$ cat src/rtl/spi_pkg.sv
// Shared SPI definitions for the master and slave cores: default word size, mode constants
// and the slave FSM state encoding.
package spi_pkg;

    localparam int unsigned DEFAULT_DATA_WIDTH = 32;

    // Mode 0: sclk idles low, data sampled on the rising edge.
    localparam logic SPI_CPOL = 1'b0;
    localparam logic SPI_CPHA = 1'b0;

    typedef enum logic [1:0] {
        StIdle,
        StLoad,
        StShift
    } spi_state_e;

endpackage

$ cat src/rtl/spi_slave_core_if.sv
// Local-side interface of the SPI slave core: TX holding register handshake, RX word strobe
// and status strobes.
interface spi_slave_core_if #(
    parameter int unsigned DATA_WIDTH = spi_pkg::DEFAULT_DATA_WIDTH
) ();

    logic [DATA_WIDTH-1:0] tx_data;
    logic                  tx_valid;
    logic                  tx_ready;
    logic [DATA_WIDTH-1:0] rx_data;
    logic                  rx_valid;
    logic                  tx_underrun;
    logic                  frame_error;
    logic                  busy;

    modport master (
        output tx_data, tx_valid,
        input  tx_ready, rx_data, rx_valid, tx_underrun, frame_error, busy
    );

    modport slave (
        input  tx_data, tx_valid,
        output tx_ready, rx_data, rx_valid, tx_underrun, frame_error, busy
    );

endinterface

$ cat src/rtl/spi_in_sync.sv
// Multi-flop synchroniser for one asynchronous SPI pin, followed by a history flop for
// rise/fall detection.
module spi_in_sync #(
    parameter int unsigned SYNC_STAGES = 2
) (
    input  logic clk,
    input  logic reset,
    input  logic din,
    output logic dout,
    output logic rise,
    output logic fall
);

    logic [SYNC_STAGES-1:0] sync_q;
    logic                   hist_q;

    // Everything resets low, so a pin that is already low when reset lifts produces no edge.
    always_ff @(posedge clk) begin
        if (reset) begin
            sync_q <= '0;
            hist_q <= 1'b0;
        end else begin
            sync_q <= {sync_q[SYNC_STAGES-2:0], din};
            hist_q <= sync_q[SYNC_STAGES-1];
        end
    end

    assign dout = sync_q[SYNC_STAGES-1];
    assign rise = sync_q[SYNC_STAGES-1] & ~hist_q;
    assign fall = ~sync_q[SYNC_STAGES-1] & hist_q;

endmodule

$ cat src/rtl/spi_slave_core.sv
// SPI mode-0 responder: oversampled sclk/ss_n/mosi, MSB-first DATA_WIDTH-bit words,
// one-entry TX holding register and RX word strobe.
module spi_slave_core
    import spi_pkg::*;
#(
    parameter int unsigned DATA_WIDTH  = DEFAULT_DATA_WIDTH,
    parameter int unsigned SYNC_STAGES = 2
) (
    input  logic            clk,
    input  logic            reset,
    input  logic            sclk,
    input  logic            ss_n,
    input  logic            mosi,
    output logic            miso,
    output logic            miso_oe,
    spi_slave_core_if.slave bus
);

    localparam int unsigned CntW = $clog2(DATA_WIDTH);
    localparam logic [CntW-1:0] LastBit = CntW'(DATA_WIDTH - 1);

    logic sclk_sync, sclk_rise, sclk_fall;
    logic ss_sync, ss_rise, ss_fall;
    logic mosi_sync, mosi_rise, mosi_fall;

    spi_in_sync #(.SYNC_STAGES(SYNC_STAGES)) u_sclk_sync (
        .clk(clk), .reset(reset), .din(sclk), .dout(sclk_sync), .rise(sclk_rise), .fall(sclk_fall)
    );
    spi_in_sync #(.SYNC_STAGES(SYNC_STAGES)) u_ss_sync (
        .clk(clk), .reset(reset), .din(ss_n), .dout(ss_sync), .rise(ss_rise), .fall(ss_fall)
    );
    spi_in_sync #(.SYNC_STAGES(SYNC_STAGES)) u_mosi_sync (
        .clk(clk), .reset(reset), .din(mosi), .dout(mosi_sync), .rise(mosi_rise), .fall(mosi_fall)
    );

    logic unused_sync;
    assign unused_sync = ^{sclk_sync, ss_sync, mosi_rise, mosi_fall};

    spi_state_e            state_q, state_d;
    logic [CntW-1:0]       bit_cnt_q;
    logic [DATA_WIDTH-1:0] tx_shift_q, rx_shift_q, rx_data_q, hold_q;
    logic                  hold_full_q;
    logic                  rx_valid_q, tx_underrun_q, frame_error_q;

    logic do_load, do_sample, do_shift, word_done, frame_abort, accept;

    always_ff @(posedge clk) begin
        if (reset) state_q <= StIdle;
        else       state_q <= state_d;
    end

    // ss_n rise takes priority over any sclk edge seen in the same cycle.
    always_comb begin
        state_d     = state_q;
        do_load     = 1'b0;
        do_sample   = 1'b0;
        do_shift    = 1'b0;
        word_done   = 1'b0;
        frame_abort = 1'b0;
        if (ss_rise) begin
            state_d     = StIdle;
            frame_abort = (state_q == StShift) && (bit_cnt_q != '0);
        end else begin
            unique case (state_q)
                StIdle: if (ss_fall) state_d = StLoad;
                StLoad: begin
                    do_load = 1'b1;
                    state_d = StShift;
                end
                StShift: begin
                    if (sclk_rise) begin
                        do_sample = 1'b1;
                        if (bit_cnt_q == LastBit) begin
                            word_done = 1'b1;
                            state_d   = StLoad;
                        end
                    end else if (sclk_fall && bit_cnt_q != '0) begin
                        // bit_cnt==0 fall follows the final rise of the previous word.
                        do_shift = 1'b1;
                    end
                end
                default: state_d = StIdle;
            endcase
        end
    end

    assign accept = bus.tx_valid & ~hold_full_q;

    always_ff @(posedge clk) begin
        if (reset) begin
            bit_cnt_q     <= '0;
            tx_shift_q    <= '0;
            rx_shift_q    <= '0;
            rx_data_q     <= '0;
            hold_q        <= '0;
            hold_full_q   <= 1'b0;
            rx_valid_q    <= 1'b0;
            tx_underrun_q <= 1'b0;
            frame_error_q <= 1'b0;
        end else begin
            rx_valid_q    <= 1'b0;
            tx_underrun_q <= 1'b0;
            frame_error_q <= frame_abort;
            if (ss_rise) bit_cnt_q <= '0;

            if (accept) begin
                hold_q      <= bus.tx_data;
                hold_full_q <= 1'b1;
            end else if (do_load && hold_full_q) begin
                hold_full_q <= 1'b0;
            end

            if (do_load) begin
                bit_cnt_q <= '0;
                if (hold_full_q) begin
                    tx_shift_q <= hold_q;
                end else begin
                    tx_shift_q    <= '0;
                    tx_underrun_q <= 1'b1;
                end
            end

            if (do_sample) begin
                rx_shift_q <= {rx_shift_q[DATA_WIDTH-2:0], mosi_sync};
                if (word_done) begin
                    rx_data_q  <= {rx_shift_q[DATA_WIDTH-2:0], mosi_sync};
                    rx_valid_q <= 1'b1;
                    bit_cnt_q  <= '0;
                end else begin
                    bit_cnt_q <= bit_cnt_q + CntW'(1);
                end
            end

            if (do_shift) tx_shift_q <= {tx_shift_q[DATA_WIDTH-2:0], 1'b0};
        end
    end

    assign bus.busy        = (state_q != StIdle);
    assign bus.tx_ready    = ~hold_full_q;
    assign bus.rx_data     = rx_data_q;
    assign bus.rx_valid    = rx_valid_q;
    assign bus.tx_underrun = tx_underrun_q;
    assign bus.frame_error = frame_error_q;
    assign miso_oe         = bus.busy;
    assign miso            = bus.busy & tx_shift_q[DATA_WIDTH-1];

endmodule

$ cat src/flat_wrapper.sv
// flat-port wrapper written by rule: the top's interface ports become plain ports
module spi_slave_core_flat import spi_pkg::*;
#(
    parameter int unsigned DATA_WIDTH  = DEFAULT_DATA_WIDTH,
    parameter int unsigned SYNC_STAGES = 2
)
  (clk, reset, sclk, ss_n, mosi, miso, miso_oe, bus_tx_data, bus_tx_valid, bus_tx_ready, bus_rx_data, bus_rx_valid, bus_tx_underrun, bus_frame_error, bus_busy);
  spi_slave_core_if #(.DATA_WIDTH(DATA_WIDTH)) bus_i ();
  input  logic clk;
  input  logic reset;
  input  logic sclk;
  input  logic ss_n;
  input  logic mosi;
  output logic miso;
  output logic miso_oe;
  input wire logic [$bits(bus_i.tx_data)-1:0] bus_tx_data;
  input wire logic [$bits(bus_i.tx_valid)-1:0] bus_tx_valid;
  output wire logic [$bits(bus_i.tx_ready)-1:0] bus_tx_ready;
  output wire logic [$bits(bus_i.rx_data)-1:0] bus_rx_data;
  output wire logic [$bits(bus_i.rx_valid)-1:0] bus_rx_valid;
  output wire logic [$bits(bus_i.tx_underrun)-1:0] bus_tx_underrun;
  output wire logic [$bits(bus_i.frame_error)-1:0] bus_frame_error;
  output wire logic [$bits(bus_i.busy)-1:0] bus_busy;
  assign bus_i.tx_data = bus_tx_data;
  assign bus_i.tx_valid = bus_tx_valid;
  assign bus_tx_ready = bus_i.tx_ready;
  assign bus_rx_data = bus_i.rx_data;
  assign bus_rx_valid = bus_i.rx_valid;
  assign bus_tx_underrun = bus_i.tx_underrun;
  assign bus_frame_error = bus_i.frame_error;
  assign bus_busy = bus_i.busy;
  spi_slave_core #(.DATA_WIDTH(DATA_WIDTH), .SYNC_STAGES(SYNC_STAGES)) u_core (.clk(clk), .reset(reset), .sclk(sclk), .ss_n(ss_n), .mosi(mosi), .miso(miso), .miso_oe(miso_oe), .bus(bus_i));
endmodule
$ cat config.mk
export PLATFORM = sky130hd
export DESIGN_NAME = spi_slave_core_flat
export DESIGN_NICKNAME = d
export VERILOG_FILES = /design/src/rtl/spi_pkg.sv /design/src/rtl/spi_slave_core_if.sv /design/src/rtl/spi_in_sync.sv /design/src/rtl/spi_slave_core.sv /design/src/flat_wrapper.sv
export SDC_FILE = /design/constraint.sdc
export NUM_CORES = 1
export LEC_CHECK = 0
export CAP_MARGIN = 20
export CORE_UTILIZATION = 53
export DETAILED_ROUTE_END_ITERATION = 8
export PLACE_DENSITY = 0.88
export SLEW_MARGIN = 10
export SYNTH_ARGS = -nofsm -noshare
export SYNTH_HDL_FRONTEND = slang
export SYNTH_SLANG_ARGS = --single-unit
$ cat constraint.sdc
create_clock -name clk -period 2.4 [get_ports clk]
set_input_delay 0.48 -clock clk [delete_from_list [all_inputs] [get_ports clk]]
set_output_delay 0.48 -clock clk [all_outputs]
set_load 0.1 [all_outputs]
### Met4 routing

Drawn at 4 px/um. Supply wires on this layer in grey. Cells faint in the background.
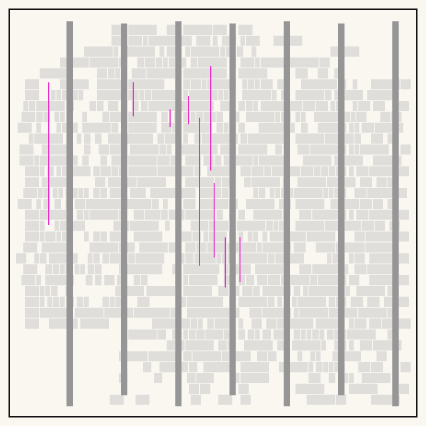
- main direction: vertical
- wire length on this layer: 158 um

### The clock network

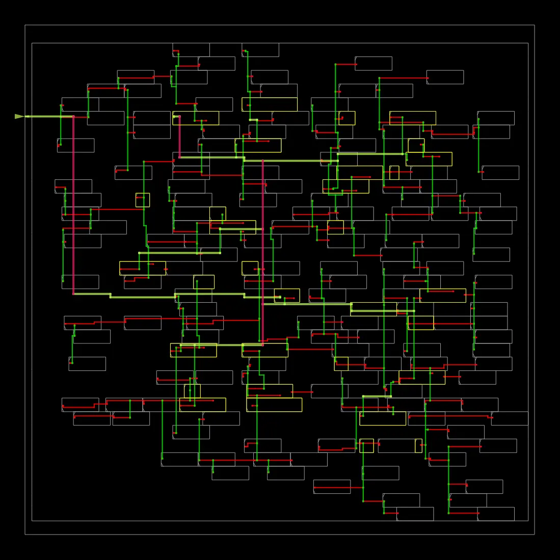
Post-Route Skew: 0.00671 ns
number of clock sinks seen by CTS: 146

### Ports around the boundary

Drawn at 4 px/um. Pins as bars across the die edge, other pins in grey.
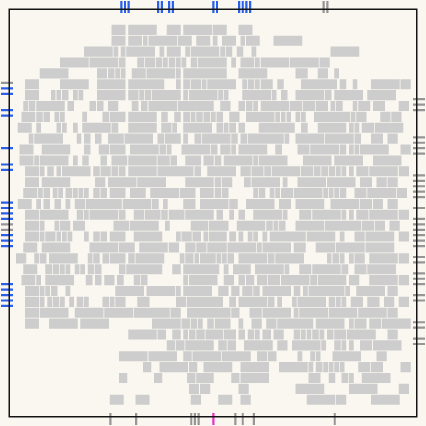
- magenta: `mosi` (pins 1; direction input; edge bottom)
- blue: `bus_tx_data` (pins 32; direction input; edge 19 left, 13 top)
- all pins by edge: 30 right, 22 left, 15 top, 10 bottom
width of the die: 102 um
IO Port Bufs: 76

### Signal wires on met3

Drawn at 4 px/um. Cells faint in the background.
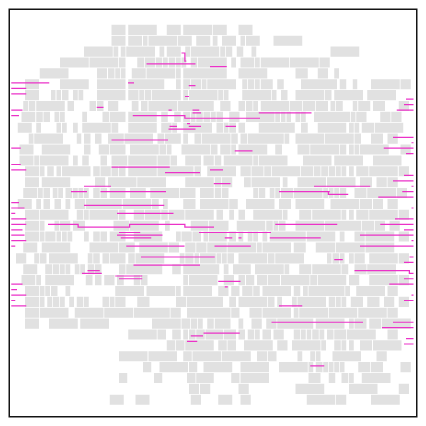
- main direction: horizontal
- wire length on this layer: 653 um

### Layout detail

Window x 51 to 101, y 51 to 101 um. Cells in grey, sequential cells in the stronger grey; small squares are vias.
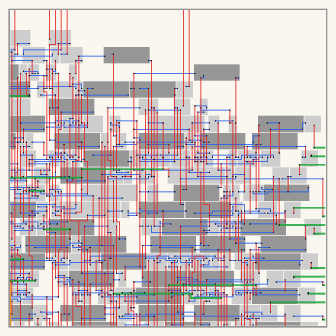
- blue: met1
- green: met3
- orange: met4
- red: met2
- cells with their middle in the window: 158
- netlist names of flops here include: `u_core.bus.rx_data` (14), `u_core.rx_shift_q` (14), `u_core.tx_shift_q` (6)
- most frequent: nand2_1 (40), dfxtp_1 (38), a21oi_1 (29)
- sequential cells in the window: 38

-- registers in the layout, indices dropped and copies added (netlist names) --
name and flops:
u_core.bus.frame_error 1, u_core.bus.rx_data 32, u_core.u_ss_sync.sync_q 2, u_core.u_mosi_sync.sync_q 2
u_core.u_ss_sync.hist_q 1, u_core.hold_q 32, u_core.bus.rx_valid 1, u_core.u_sclk_sync.hist_q 1
u_core.bus.tx_underrun 1, u_core.rx_shift_q 31, u_core.state_q 2, u_core.tx_shift_q 32
u_core.bit_cnt_q 5, u_core.u_sclk_sync.sync_q 2, u_core.hold_full_q 1
-- report_power, final --
group	switching (mW)	internal (mW)
Sequential	0.0296	2.47
Clock	1.04	1.53
Combinational	0.131	0.103
Total	1.20	4.10
==> metrics.sh <==
POST-PLACE-CELLS=754
AREA_DOMINANT_CLASS='sequential cells'
CORE-AREA_MM2=0.00942
POSTLAYOUTCOREUTIL_PCT=69.5
CRITPATHTOPFAMILY='simple AND/OR/NAND/NOR gates'
GP_ROUTABILITY_CONGESTION=0.753
MUX_AREA_SHARE_PCT=0.191
HOLD_PATH.CLASS='in2reg'
ANTENNA_FOUND_INITIAL=0
GR-USAGE-MET2_PCT=42.7
DESIGN_POWER_TOTAL_mW=5.30
COMB.MULTI_INPUT.COUNT=389
MET2WIRELENGTH_UM=5960
RUN_STATUS='completed'
POWER_DENSITY_mW_PER_MM2=809
GRTUSAGEMET1_PCT=26.5
DIODES=0
AREA.SEQUENTIAL_MM2=0.00292
NETLIST.TOP_CELL.BY_INSTANCES='nand2_1'
YOSYS.CELL_TYPES.COUNT=35
CTS.REPORTEDPATHS.CLKPINSLEW_NS=0.07
CP_SLOWEST_CELL='dfxtp_1'
TIMING.CRITICAL_PATH.TO_TYPE='primary output'
FF2FF_SETUP_SLACK_NS=0.32
FINAL_MAX_SLEW_VIOL_COUNT=0
CTS_MAX_LEVEL=4
NUM-NONCLK-BUFFERS=87
YOSYS-DOMINANT-COMB-FAMILY='AND-OR/OR-AND gates'
CHIPAREA_MM2=0.0103
POSTROUTEWIRELENGTH_UM=11400
WORSTSETUPENDPOINT='miso'
XOR_SHARE_PCT=0
SYNTHDOMINANTCELLAREASHARE_PCT=55.7
HOLD_VIOLATIONS=0
TIMING.FMAX_MHz=476
FINAL.MIN_CLOCK_PERIOD_NS=2.10
SYNTH_ADDER_AREA_SHARE_PCT=0.715
MAPPEDNETLISTNETS=627
CTS-RESIZED-GATES=0
DRC=0
DETAILEDROUTE.FIRSTITERATIONVIOLATIONS=263
DR_VIAS=4391
WORST_PIN_SLEW_NS=0.702
TOP_SIGNAL_LAYER_USED='met4'
FINAL_WS_SETUP_NS=0.301
RSZ0062_AT_GRT='false'
